### src/rtl/imem_arbiter_if.sv
// Instruction-memory arbiter bus bundle: fetch port, loader port and the
// single-ported RAM side. The "slave" modport is the arbiter itself; the
// "master" modport is the environment (fetch unit, loader and RAM model).
// Width defaults fall back to local values when `ADDRWIDTH/`DATAWIDTH are
// not supplied by the surrounding build.

`ifndef ADDRWIDTH
`define ADDRWIDTH 12
`endif
`ifndef DATAWIDTH
`define DATAWIDTH 32
`endif

interface imem_arbiter_if #(
  parameter int ADDR_W = `ADDRWIDTH,
  parameter int DATA_W = `DATAWIDTH
);
  // fetch port
  logic              f_req;
  logic [ADDR_W-1:0] f_addr;
  logic              f_flush;
  logic              f_gnt;
  logic              f_rvalid;
  logic [DATA_W-1:0] f_rdata;
  // loader / debug port
  logic              l_req;
  logic              l_we;
  logic [ADDR_W-1:0] l_addr;
  logic [DATA_W-1:0] l_wdata;
  logic              l_gnt;
  logic              l_rvalid;
  logic [DATA_W-1:0] l_rdata;
  // memory side
  logic              mem_en;
  logic              mem_we;
  logic [ADDR_W-1:0] mem_addr;
  logic [DATA_W-1:0] mem_wdata;
  logic [DATA_W-1:0] mem_rdata;

  modport slave (
    input  f_req, f_addr, f_flush, l_req, l_we, l_addr, l_wdata, mem_rdata,
    output f_gnt, f_rvalid, f_rdata, l_gnt, l_rvalid, l_rdata,
           mem_en, mem_we, mem_addr, mem_wdata
  );

  modport master (
    output f_req, f_addr, f_flush, l_req, l_we, l_addr, l_wdata, mem_rdata,
    input  f_gnt, f_rvalid, f_rdata, l_gnt, l_rvalid, l_rdata,
           mem_en, mem_we, mem_addr, mem_wdata
  );
endinterface

### src/rtl/imem_arbiter.sv
// Instruction-memory arbiter: shares one registered-address RAM between the
// instruction fetch port and a loader/debug port. Fetch has priority; the
// loader gets the RAM whenever fetch is idle.
//
// Optional feature, macro IMEM_ARB_STARVE_EN: when defined, a saturating
// starvation counter forces one loader grant after STARVE_MAX consecutive
// denied loader cycles. When undefined, fetch priority is strict.
//
// state | meaning
// ------+-----------------------------------------------------------
// IDLE  | no access granted last cycle, no response due
// FETCH | fetch read granted last cycle, fetch response due now
// LRD   | loader read granted last cycle, loader response due now
// LWR   | loader write granted last cycle, nothing to return
//
// Reset is synchronous, active-low; grants and responses are also gated by
// rst_n so everything reads 0 while reset is held.

`ifndef ADDRWIDTH
`define ADDRWIDTH 12
`endif
`ifndef DATAWIDTH
`define DATAWIDTH 32
`endif

module imem_arbiter #(
  parameter int ADDR_W     = `ADDRWIDTH,
  parameter int DATA_W     = `DATAWIDTH,
  parameter int STARVE_MAX = 8
) (
  input  logic         clk,
  input  logic         rst_n,
  imem_arbiter_if.slave bus
);

  typedef enum logic [1:0] {
    IDLE  = 2'd0,
    FETCH = 2'd1,
    LRD   = 2'd2,
    LWR   = 2'd3
  } state_t;

  // STARVE_MAX must fit the 8-bit counter and be non-zero
  if (STARVE_MAX < 1 || STARVE_MAX > 255) begin : g_bad_starve_max
    $error("imem_arbiter: STARVE_MAX must be in 1..255");
  end

  state_t            r_state;
  logic              w_f_gnt;
  logic              w_l_gnt;
  logic              w_starve_hit;
  logic              w_f_rvalid;
  logic              w_l_rvalid;

`ifdef IMEM_ARB_STARVE_EN
  localparam logic [7:0] LP_STARVE_MAX = 8'(STARVE_MAX);

  logic [7:0] r_starve_cnt;

  assign w_starve_hit = (r_starve_cnt == LP_STARVE_MAX);

  // count consecutive denied loader cycles, saturating; any grant or a
  // dropped request restarts the count
  always_ff @(posedge clk) begin
    if (!rst_n) begin
      r_starve_cnt <= 8'd0;
    end else if (!bus.l_req || w_l_gnt) begin
      r_starve_cnt <= 8'd0;
    end else if (r_starve_cnt < LP_STARVE_MAX) begin
      r_starve_cnt <= r_starve_cnt + 8'd1;
    end
  end
`else
  assign w_starve_hit = 1'b0;
`endif

  // grant decision: fetch by default, loader when fetch is idle or starved
  always_comb begin
    w_l_gnt = rst_n & bus.l_req & (~bus.f_req | w_starve_hit);
    w_f_gnt = rst_n & bus.f_req & ~w_l_gnt;
  end

  // drive the RAM from whichever port won; bus is parked at 0 otherwise
  always_comb begin
    bus.f_gnt     = w_f_gnt;
    bus.l_gnt     = w_l_gnt;
    bus.mem_en    = w_f_gnt | w_l_gnt;
    bus.mem_we    = w_l_gnt & bus.l_we;
    bus.mem_addr  = '0;
    bus.mem_wdata = '0;
    if (w_l_gnt) begin
      bus.mem_addr  = bus.l_addr;
      bus.mem_wdata = bus.l_wdata;
    end else if (w_f_gnt) begin
      bus.mem_addr  = bus.f_addr;
      bus.mem_wdata = '0;
    end
  end

  // remember what was granted so the RAM output can be routed next cycle
  always_ff @(posedge clk) begin
    if (!rst_n) begin
      r_state <= IDLE;
    end else if (w_l_gnt) begin
      r_state <= bus.l_we ? LWR : LRD;
    end else if (w_f_gnt) begin
      r_state <= FETCH;
    end else begin
      r_state <= IDLE;
    end
  end

  // route the RAM read data to the owner; a flush kills only the response
  // landing this cycle, never a new request, and idle lanes read as 0
  always_comb begin
    w_f_rvalid   = rst_n & (r_state == FETCH) & ~bus.f_flush;
    w_l_rvalid   = rst_n & (r_state == LRD);
    bus.f_rvalid = w_f_rvalid;
    bus.l_rvalid = w_l_rvalid;
    bus.f_rdata  = w_f_rvalid ? bus.mem_rdata : '0;
    bus.l_rdata  = w_l_rvalid ? bus.mem_rdata : '0;
  end

endmodule

### src/flat_wrapper.sv
// flat-port wrapper written by rule: the top's interface ports become plain ports
module imem_arbiter_flat 
#(
  parameter int ADDR_W     = `ADDRWIDTH,
  parameter int DATA_W     = `DATAWIDTH,
  parameter int STARVE_MAX = 8
)
  (clk, rst_n, bus_f_req, bus_f_addr, bus_f_flush, bus_l_req, bus_l_we, bus_l_addr, bus_l_wdata, bus_mem_rdata, bus_f_gnt, bus_f_rvalid, bus_f_rdata, bus_l_gnt, bus_l_rvalid, bus_l_rdata, bus_mem_en, bus_mem_we, bus_mem_addr, bus_mem_wdata);
  imem_arbiter_if #(.ADDR_W(ADDR_W), .DATA_W(DATA_W)) bus_i ();
  input  logic clk;
  input  logic rst_n;
  input wire logic [$bits(bus_i.f_req)-1:0] bus_f_req;
  input wire logic [$bits(bus_i.f_addr)-1:0] bus_f_addr;
  input wire logic [$bits(bus_i.f_flush)-1:0] bus_f_flush;
  input wire logic [$bits(bus_i.l_req)-1:0] bus_l_req;
  input wire logic [$bits(bus_i.l_we)-1:0] bus_l_we;
  input wire logic [$bits(bus_i.l_addr)-1:0] bus_l_addr;
  input wire logic [$bits(bus_i.l_wdata)-1:0] bus_l_wdata;
  input wire logic [$bits(bus_i.mem_rdata)-1:0] bus_mem_rdata;
  output wire logic [$bits(bus_i.f_gnt)-1:0] bus_f_gnt;
  output wire logic [$bits(bus_i.f_rvalid)-1:0] bus_f_rvalid;
  output wire logic [$bits(bus_i.f_rdata)-1:0] bus_f_rdata;
  output wire logic [$bits(bus_i.l_gnt)-1:0] bus_l_gnt;
  output wire logic [$bits(bus_i.l_rvalid)-1:0] bus_l_rvalid;
  output wire logic [$bits(bus_i.l_rdata)-1:0] bus_l_rdata;
  output wire logic [$bits(bus_i.mem_en)-1:0] bus_mem_en;
  output wire logic [$bits(bus_i.mem_we)-1:0] bus_mem_we;
  output wire logic [$bits(bus_i.mem_addr)-1:0] bus_mem_addr;
  output wire logic [$bits(bus_i.mem_wdata)-1:0] bus_mem_wdata;
  assign bus_i.f_req = bus_f_req;
  assign bus_i.f_addr = bus_f_addr;
  assign bus_i.f_flush = bus_f_flush;
  assign bus_i.l_req = bus_l_req;
  assign bus_i.l_we = bus_l_we;
  assign bus_i.l_addr = bus_l_addr;
  assign bus_i.l_wdata = bus_l_wdata;
  assign bus_i.mem_rdata = bus_mem_rdata;
  assign bus_f_gnt = bus_i.f_gnt;
  assign bus_f_rvalid = bus_i.f_rvalid;
  assign bus_f_rdata = bus_i.f_rdata;
  assign bus_l_gnt = bus_i.l_gnt;
  assign bus_l_rvalid = bus_i.l_rvalid;
  assign bus_l_rdata = bus_i.l_rdata;
  assign bus_mem_en = bus_i.mem_en;
  assign bus_mem_we = bus_i.mem_we;
  assign bus_mem_addr = bus_i.mem_addr;
  assign bus_mem_wdata = bus_i.mem_wdata;
  imem_arbiter #(.ADDR_W(ADDR_W), .DATA_W(DATA_W), .STARVE_MAX(STARVE_MAX)) u_core (.clk(clk), .rst_n(rst_n), .bus(bus_i));
endmodule
### config.mk
export PLATFORM = sky130hd
export DESIGN_NAME = imem_arbiter_flat
export DESIGN_NICKNAME = d
export VERILOG_FILES = /design/src/rtl/imem_arbiter_if.sv /design/src/rtl/imem_arbiter.sv /design/src/flat_wrapper.sv
export SDC_FILE = /design/constraint.sdc
export NUM_CORES = 1
export LEC_CHECK = 0
export CAP_MARGIN = 10
export CORE_ASPECT_RATIO = 1.4
export CORE_MARGIN = 8
export CORE_UTILIZATION = 19
export DETAILED_ROUTE_END_ITERATION = 10
export MAX_ROUTING_LAYER = met4
export PLACE_DENSITY_LB_ADDON = 0.1
export SYNTH_ARGS = -nofsm -noshare
export SYNTH_HDL_FRONTEND = slang
export SYNTH_SLANG_ARGS = --single-unit
### constraint.sdc
create_clock -name clk -period 2.8 [get_ports clk]
set_input_delay 0.56 -clock clk [delete_from_list [all_inputs] [get_ports clk]]
set_output_delay 0.56 -clock clk [all_outputs]
set_load 0.05 [all_outputs]
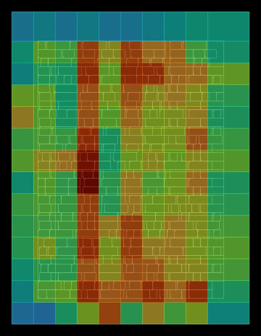
**Above:** routing congestion map.
busiest layer in global routing: met2
met3 global-route usage: 0.08028
global-route track usage on met1: 0.2072
overall fraction of global-route tracks in use: 0.2128

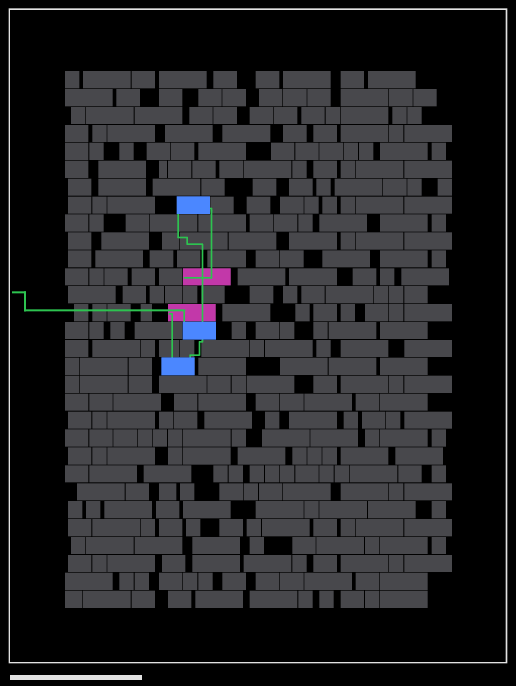
**Above:** clock network drawn from the DEF.
Scale bar: 20 um.
green -> clock wires  # length 91.8 um
blue -> clock drivers  # count 3
magenta -> flip-flops  # count 2
routed clock nets = 4

==> out/metrics.csv <==
stage,metric,value,unit
run_status,status,"complete, no violations",
yosys,postSynth.asyncResetShare,0,
final_layout,top_area_cell_class,buffers,
yosys,cell_count_listed_in_synth_stat_txt,133,
floorplan,taps,64,
final_layout,area.share.combinational,0.1911,
setup_path,crit_required,2.24,ns
timing,setup_violations,0,
pwr,static-leakage-power,1.714,nW
run,cap_violations,0,
final_layout,n_fill_cell,241,
clock_network,tritoncts,yes,
yosys,top_cell,sky130_fd_sc_hd__and2_1,
yosys,postSynthCellCount,133,
final_layout,sequential_area,40.04,sq um
final_layout,seq_cell_count,2,
run,openroad.warnings,27,
detailed_routing,drc,0,
clock_network,cts-htree-levels,1,
pwr,peakVddDrop,0.1402,mV
final_layout,syn2layout_area_growth,349.8,%
yosys,synth_chip_area,934.6,sq um
pwr,p_sw,266.5,uW
detailed_routing,routedWlPerCell,20.13,um
yosys,yosysWarningCount,0,
clock_network,cts-buffers-inserted,3,
clock_network,hold_fix_buffers_at_cts,0,
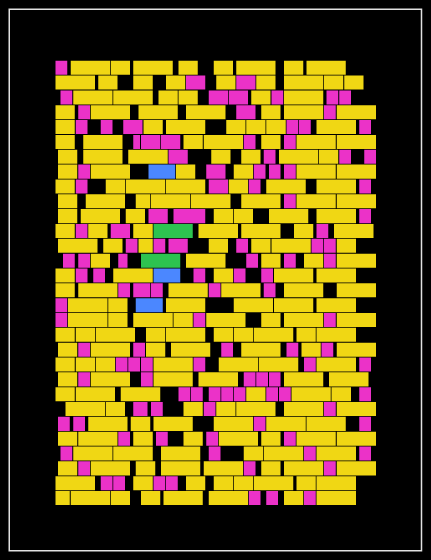
**Above:** placed cells, one color a class.
green -> flops  # cells 2, share of their area 0.97%
magenta -> combinational and other logic  # cells 119, share of their area 20%
yellow -> other buffers and delay cells  # cells 210, share of their area 78%
blue -> clock drivers  # cells 3, share of their area 1.0%
utilization of the core after routing: 0.8750
post-route cell area: 4204 sq um
Floorplan Core Area: 4805 sq um
Core Rows: 30
sequential share of cell area: 0.009524

==> power groups by stage <==
stage | combinational, mW | sequential, mW | clock [mW]
finish | 0.533 | 0.0310 | 0.114
CTS | 0.537 | 0.0310 | 0.117
detailed placement | 0.535 | 0.0313 | 0
floorplan | 0.203 | 0.0311 | 0
global placement | 0.526 | 0.0311 | 0
global route | 0.554 | 0.0310 | 0.119
==> worst max-delay path, cell delays in order <==
cell                              delay [ns]
sky130_fd_sc_hd__clkdlybuf4s50_1        0.60
sky130_fd_sc_hd__and4bb_4               0.50
sky130_fd_sc_hd__and2_1                 0.25
sky130_fd_sc_hd__buf_12                 0.15
==> path summary, 6_finish.rpt <==
| path | endpoint | startpoint | cells after the start | slack, ns |
|---|---|---|---|---|
| setup / recovery | bus_f_rdata[0] | rst_n | 4 | 0.17 |
| hold / removal | u_core.r_state[0]$_SDFF_PN0_ | bus_l_we | 3 | 1.04 |
==> metal layers <==
| metal | global-route usage | share of wire | up-vias |
|---|---|---|---|
| li1 | - | - | 836 |
| met1 | 0.2072 | 0.34 | 794 |
| met2 | 0.3872 | 0.52 | 143 |
| met3 | 0.08028 | 0.13 | 6 |
| met4 | 0.03269 | 0.0091 | 0 |
| met5 | - | 0 | - |
==> cells by family (layout without fill, tap and decap cells) <==
family	Yosys count	after routing	synth area share
and+or+nand+nor	104	104	0.7175
AOI/OAI and AO/OA	14	14	0.1419
buffers and inverters	13	214	0.09772
DFF	2	2	0.04284
==> stage by stage <==
stage          std cells  hold slack (ns)    util
4_1_cts              398            1.040  0.8750
6_report             398            1.040  0.8750
5_1_grt              398            1.109  0.8750
2_1_floorplan        133           0.6882       -
3_5_place_dp         395            1.254  0.8664
3_3_place_gp         395            1.232  0.8664
Power and IR drop assume default switching activity.
